Drive-strength map:
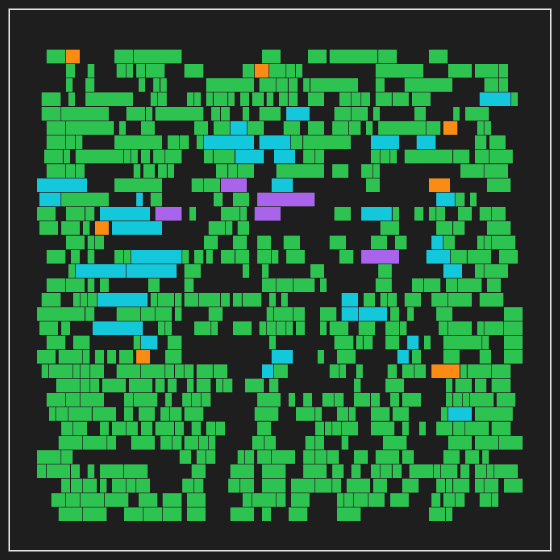
Track usage over the die:
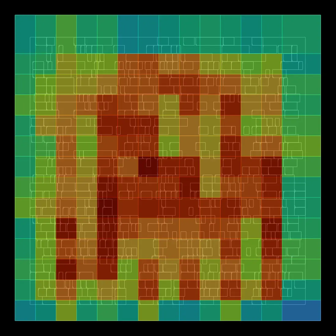
`src/rtl/bounded_step_counter.sv`:
```
// rtl/bounded_step_counter.sv - bounded up/down counter with programmable step, bounds, saturate/wrap modes
module bounded_step_counter #(
  parameter int COUNT_SIZE = 8,
  parameter int STEP_SIZE  = 4
) (
  input  logic                  clk,
  input  logic                  rst,
  input  logic                  clr,
  input  logic                  up,
  input  logic                  down,
  input  logic                  load,
  input  logic [COUNT_SIZE-1:0] in,
  input  logic                  load_max,
  input  logic [COUNT_SIZE-1:0] max_in,
  input  logic                  load_min,
  input  logic [COUNT_SIZE-1:0] min_in,
  input  logic [STEP_SIZE-1:0]  step,
  input  logic                  wrap_mode,
  input  logic                  flag_clr,
  output logic [COUNT_SIZE-1:0] out,
  output logic                  at_max,
  output logic                  at_min,
  output logic                  wrap,
  output logic                  sat,
  output logic                  cfg_err
);

  // One extra bit so sums carry and differences borrow visibly instead of wrapping.
  localparam int W = COUNT_SIZE + 1;

  logic [COUNT_SIZE-1:0] cnt_q, cnt_d;
  logic [COUNT_SIZE-1:0] max_q, max_d;
  logic [COUNT_SIZE-1:0] min_q, min_d;
  logic                  at_max_q, at_max_d;
  logic                  at_min_q, at_min_d;
  logic                  wrap_q, wrap_d;
  logic                  sat_q, sat_d;
  logic                  sat_set;
  logic                  wrap_set;

  logic [W-1:0] cnt_x, max_x, min_x, step_x, sum_x, diff_x;

  assign cnt_x  = {1'b0, cnt_q};
  assign max_x  = {1'b0, max_q};
  assign min_x  = {1'b0, min_q};
  assign step_x = {{(W-STEP_SIZE){1'b0}}, step};
  assign sum_x  = cnt_x + step_x;
  assign diff_x = cnt_x - step_x;

  assign cfg_err = (min_q > max_q);

  // Next count: clr > load > single-direction step > hold/clamp, all against the old bounds.
  always_comb begin
    cnt_d    = cnt_q;
    sat_set  = 1'b0;
    wrap_set = 1'b0;
    if (clr) begin
      cnt_d = min_q;
    end else if (!cfg_err) begin
      if (load) begin
        if (in > max_q) begin
          cnt_d   = max_q;
          sat_set = 1'b1;
        end else if (in < min_q) begin
          cnt_d   = min_q;
          sat_set = 1'b1;
        end else begin
          cnt_d = in;
        end
      end else if ((up ^ down) && (step != '0)) begin
        if (up) begin
          if (sum_x > max_x) begin
            if (wrap_mode) begin
              cnt_d    = min_q;
              wrap_set = 1'b1;
            end else begin
              cnt_d   = max_q;
              sat_set = 1'b1;
            end
          end else begin
            cnt_d = sum_x[COUNT_SIZE-1:0];
          end
        end else begin
          if ((cnt_x < step_x) || (diff_x < min_x)) begin
            if (wrap_mode) begin
              cnt_d    = max_q;
              wrap_set = 1'b1;
            end else begin
              cnt_d   = min_q;
              sat_set = 1'b1;
            end
          end else begin
            cnt_d = diff_x[COUNT_SIZE-1:0];
          end
        end
      end else begin
        // A bound change can strand the count outside the window; pull it back quietly.
        if (cnt_q > max_q) begin
          cnt_d = max_q;
        end else if (cnt_q < min_q) begin
          cnt_d = min_q;
        end
      end
    end
  end

  // Bound updates and registered flags derived from the next count and current bounds.
  always_comb begin
    max_d    = load_max ? max_in : max_q;
    min_d    = load_min ? min_in : min_q;
    at_max_d = (cnt_d == max_q);
    at_min_d = (cnt_d == min_q);
    wrap_d   = wrap_set;
    sat_d    = sat_set | (sat_q & ~flag_clr);
  end

  // State registers with asynchronous active-low reset.
  always_ff @(posedge clk or negedge rst) begin
    if (!rst) begin
      cnt_q    <= '0;
      max_q    <= '1;
      min_q    <= '0;
      at_max_q <= 1'b0;
      at_min_q <= 1'b1;
      wrap_q   <= 1'b0;
      sat_q    <= 1'b0;
    end else begin
      cnt_q    <= cnt_d;
      max_q    <= max_d;
      min_q    <= min_d;
      at_max_q <= at_max_d;
      at_min_q <= at_min_d;
      wrap_q   <= wrap_d;
      sat_q    <= sat_d;
    end
  end

  assign out    = cnt_q;
  assign at_max = at_max_q;
  assign at_min = at_min_q;
  assign wrap   = wrap_q;
  assign sat    = sat_q;

endmodule

```
`config.mk`:
```
export PLATFORM = sky130hd
export DESIGN_NAME = bounded_step_counter
export DESIGN_NICKNAME = d
export VERILOG_FILES = /design/src/rtl/bounded_step_counter.sv
export SDC_FILE = /design/constraint.sdc
export NUM_CORES = 1
export LEC_CHECK = 0
export CAP_MARGIN = 0
export CORE_MARGIN = 5
export CORE_UTILIZATION = 50
export CTS_CLUSTER_DIAMETER = 200
export DETAILED_ROUTE_END_ITERATION = 6
export PLACE_DENSITY = 0.73
export SYNTH_ARGS = -nofsm -noshare
export SYNTH_HDL_FRONTEND = slang
export SYNTH_SLANG_ARGS = --single-unit
```
`constraint.sdc`:
```
create_clock -name clk -period 13.95 [get_ports clk]
set_input_delay 2.0925 -clock clk [delete_from_list [all_inputs] [get_ports clk]]
set_output_delay 2.0925 -clock clk [all_outputs]
set_load 0.02 [all_outputs]
```
==> notes.md <==
Flow results are below.

- The run finished with clean final reports.
- STA lists the startpoint of the worst hold path as sat$_DFF_PN0_.
- The HPWL after detailed placement is 12,900 um, for reference.
- The part of the power in combinational logic is ~70%, for reference.
- The slack of the worst reg-to-reg path is 8740 ps, for reference.
- The first global-routing pass estimated roughly 26,000 um of wire.
- Per the final layout report, the fraction of cells sized above drive strength 1 comes to under 10%.
- The internal portion of total power is approximately 330 uW, for reference.
- The group that draws the most power in this run is combinational cells.
- The maximum clock rate is ~150 MHz, for reference.
- The post-route minimum period is between 6000 and 7000 ps, for reference.
- The buffer_ports step reported a buffer count of about 50.
- The mean post-synth cell area is ~7.9 sq um, for reference.
- The global router's overall resource usage is between 30% and 40%, for reference.
- Looking at the max-slew report, the worst-margin pin has a slew of approximately 1100 ps.
- Across all stage logs, warnings added up to 30.
- The maximum fanout along the worst path is 5, for reference.
- The total leakage power is between 2 and 2.5 nW, for reference.
- The number of maximum-capacitance violations recorded for the run is 0.
- The gate count of the mapped netlist is 543, for reference.
- The number of antenna diodes is 0, for reference.
- Yosys mapped a number of flops with a built-in enable equal to 0.
- The number of global-route vias before repair came to 4,637.
- Looking at the clock tree report, the H-tree level count equals 1.
- The net count of the finished layout is ~680, for reference.
- The number of placed cells counting well taps is just under 700, for reference.
- The share of the clock period used by the worst path is between 40 and 50%, for reference.
- The fraction of registers with async set/reset is 100%, for reference.
- In this run the standard cell core region covers between 0.008 and 0.009 sq mm.
- Gates resized during post-CTS repair numbered 0.
- The worst flop-to-flop path endpoint is at_min$_DFF_PN1_, for reference.
- Setup repair after global routing left no endpoint under its margin.
- Summing over every cut layer, the via total after detailed routing is around 4.8k.
- The per-cell via count in the routed design is 6.95, for reference.
- The library cells used most frequently in the layout, excluding fill and tap cells, are ha_1 (61), nand2_1 (55), clkdlybuf4s50_1 (50).
- The final report gives the core utilization as 59.5%.
- Of all cell types, the one taking the most synthesized area is ha_1.
- The overall power consumption is 676 uW, for reference.
- The area growth from synthesis to final layout is 15.0%, for reference.
- The total length of routed wires is ~17,000 um, for reference.
- For this run the top cell type by instance count after synthesis was ha_1.
- The most critical hold endpoint after final layout shows a slack of approximately 570 ps.
- In the floorplan report the effective utilization is between 50% and 60%.
- The part of the Yosys area used for sequential elements is ~17%, for reference.
- For the worst setup path, the data required time is about 14,000 ps.
- By startpoint and endpoint, the worst setup path is classified as primary input to flop.
- The TritonCTS clock tree is built, for reference.
- Synthesis inferred 28 register bits.
- The path depth of the worst reg2reg path is 18, for reference.
- Summed over the clock group, the power is between 60 and 70 uW.
- The clock-pin transition on the worst setup and hold timing paths is ~100 ps, for reference.
- The detail route stage leaves a number of antenna-violating nets equal to 0.
- The clock tree skew after final layout is 4.93 ps, for reference.
- Measured against its own limit, the worst slew margin works out to between 20% and 30%.
- The number of buffers inserted by post-CTS setup repair is 0, for reference.
- The buffer levels on the longest clock path is 2, for reference.
- The violation count after the first detailed-routing iteration is 416, for reference.
- After the flow finishes, the layout carries non-filler instances totaling approximately 700.
- The top cell type in the final layout, fill and taps aside, is ha_1.
- The worst path setup slack after routing is approximately 7100 ps, for reference.
- The design area is around 0.0049 sq mm, for reference.
- The data arrival time reported for the critical path is between 7000 and 8000 ps.
- The cell with the largest stage delay on the worst path is clkdlybuf4s50_1, for reference.
- The count of hold buffers inserted by post-cts repair is 0, for reference.
- Counting every net in the synthesized netlist gives approximately 640.
- The fraction of power consumed by the clock network is about a tenth, for reference.
- The cell count in the Yosys report is about 540, for reference.
- The initial antenna violation count is 0, for reference.
- Net switching is between 50% and 60% of the power.
- The placement summary gives the final routability congestion estimate as between 1 and 1.5.
- The number of cell rows is 33, for reference.
- The filler cells instantiated in the layout total 758.
- The largest net degree at the start of global routing is 29, for reference.
- The root buffer cell is clkbuf_8, for reference.
- The worst-case vdd ir drop is 76.4 uV, for reference.
- Looking at the hold checks, the worst path lands on sat$_DFF_PN0_.
- The die height is approximately 100 um, for reference.
- The commonest register cell is dfrtp_1.
- The worst path buffer plus inverter count is 2, for reference.
- Walking the worst path, the cells encountered are clkdlybuf4s50_1 > ha_1 > inv_1 > fa_1 > a21o_4 > a2111oi_0 > xor2_1 > ha_1 > a21o_1 > a221oi_1 > o211a_2 > nor2_8 > o311ai_1 > a41oi_2 > a31oi_1 > o221a_1 > nor4b_2 > o2111a_1.
- The total clock buffers created by CTS is 3, for reference.
- The worst setup path is launched from a primary input.
- The synthesized netlist occupies a cell area of between 0.004 and 0.005 sq mm.
- The source of the worst register-to-register timing path is out[0]$_DFF_PN0_, for reference.
- Per STA, the worst path accumulates the most delay in the family AND-OR/OR-AND gates.
- The total net switching power is roughly 350 uW, for reference.
- Counting the warning lines in the Yosys log gives 0.
- Per the synthesis report, the number of distinct cell types is 81.
- The type of the worst min-delay path is flop to flop, for reference.
- In this run, power in combinational logic comes to between 400 and 500 uW.
- The final routed DRC violation total is 0, for reference.
- The number of pins exceeding their max-slew limit in the final report is 0, for reference.
- According to the report, the first pass of detailed routing completed in 6 iterations.
- The insertion delay at the late pin of the worst-skew pair is about 280 ps, for reference.
- The post-placement setup slack is roughly 6900 ps, for reference.
- The cell type with the highest occurrence count on the critical path is ha_1, for reference.
- The die is approximately 100 um wide.
- The power per standard cell area is between 100 and 150 mW/mm^2, for reference.
- The commonest cells after synthesis are ha_1 (61), nand2_1 (55), a21oi_1 (45).
- The final report lists the setup-violating endpoint count as 0.
- The number of failing hold endpoints at the final stage is 0, for reference.
- The total die area is ~0.011 sq mm, for reference.
- The clock drives 28 sinks.
- The worst setup path is captured at a flop.
- The area recorded from the Yosys report for this design is between 0.004 and 0.005 sq mm.
- The top-area cell type share of the netlist area is ~18%, for reference.
- According to the I/O placement log, the pin count is about 50.
- The sequential power is roughly 140 uW, for reference.
- Per STA, the highest per-stage delay on the worst path measures ~510 ps.
- Setup total negative slack on the finished layout was measured at 0 ps.
- The main area contributors are ha_1 (18%), dfrtp_1 (11%), dfstp_2 (5.5%).
- Counting instances, the worst hold path has a depth of 2.
- Per the GRT congestion report, total overflow comes to 0.
- Looking at the power breakdown, sequential logic takes approximately 20% of the total.
- The instance area after placement is roughly 0.0049 sq mm, for reference.
Notes on 'drive-strength map' above:
colour	size	cells	most used
orange	x3 and x4	7	buf_4
green	x1 and smaller	532	ha_1
cyan	x2	34	dfstp_2
purple	x6 and larger	5	clkbuf_8

Notes on 'track usage over the die' above:
most used routing layer: met2
per-cell routed wire length: 25.0 um

[flip-flops by register name (all words and copies together), names as in the netlist]
name and flops:
out 8, min_q 8, at_max 1, sat 1
at_min 1, wrap 1, max_q 8
[worst min-delay path, cell delays in order, from the launching register on]
cell and delay [ps]:
dfrtp_1 400, inv_1 60, o21ai_0 80
[per-layer routing]
layer | wire length, um | GRT usage [%] | vias up
met5 | 0 | 0 | -
met3 | 1700 | 4.60 | 66
met2 | 7690 | 54.4 | 318
met1 | 6720 | 42.9 | 2207
met4 | 941 | 15.3 | 0
li1 | - | - | 2159
[kinds of logic after synthesis]
family,synth area share (%)
AND-OR/OR-AND,32.8
AND/OR/NAND/NOR,20.1
buffers and inverters,4.75
multiplexers,3.64
XOR/XNOR,3.44
adder cells (fa/ha/maj),18.7
flip-flops,16.6
[how the worst max path moves through the flow]
stage / start / slack, ps / cells past startpoint / end
6_report: step[0] / 7120 / 18 / at_min$_DFF_PN1_
5_1_grt: step[1] / 6750 / 17 / at_max$_DFF_PN0_
4_1_cts: step[1] / 7180 / 17 / at_max$_DFF_PN0_
3_5_place_dp: step[1] / 6910 / 17 / at_max$_DFF_PN0_
3_3_place_gp: step[0] / 7050 / 18 / at_max$_DFF_PN0_
2_1_floorplan: step[0] / 7810 / 17 / at_max$_DFF_PN0_
[area by class of cell]
class	count	area [sq um]	share of cell area, %
clock buffer	3	41.3	0.836
multi-input combinational	464	3390	68.5
inverter	27	101	2.05
clock inverter	1	30.0	0.608
timing repair buffer	55	538	10.9
tap	105	131	2.66
sequential	28	712	14.4
Power figures rest on the tool's default switching activity, not on a simulated workload.
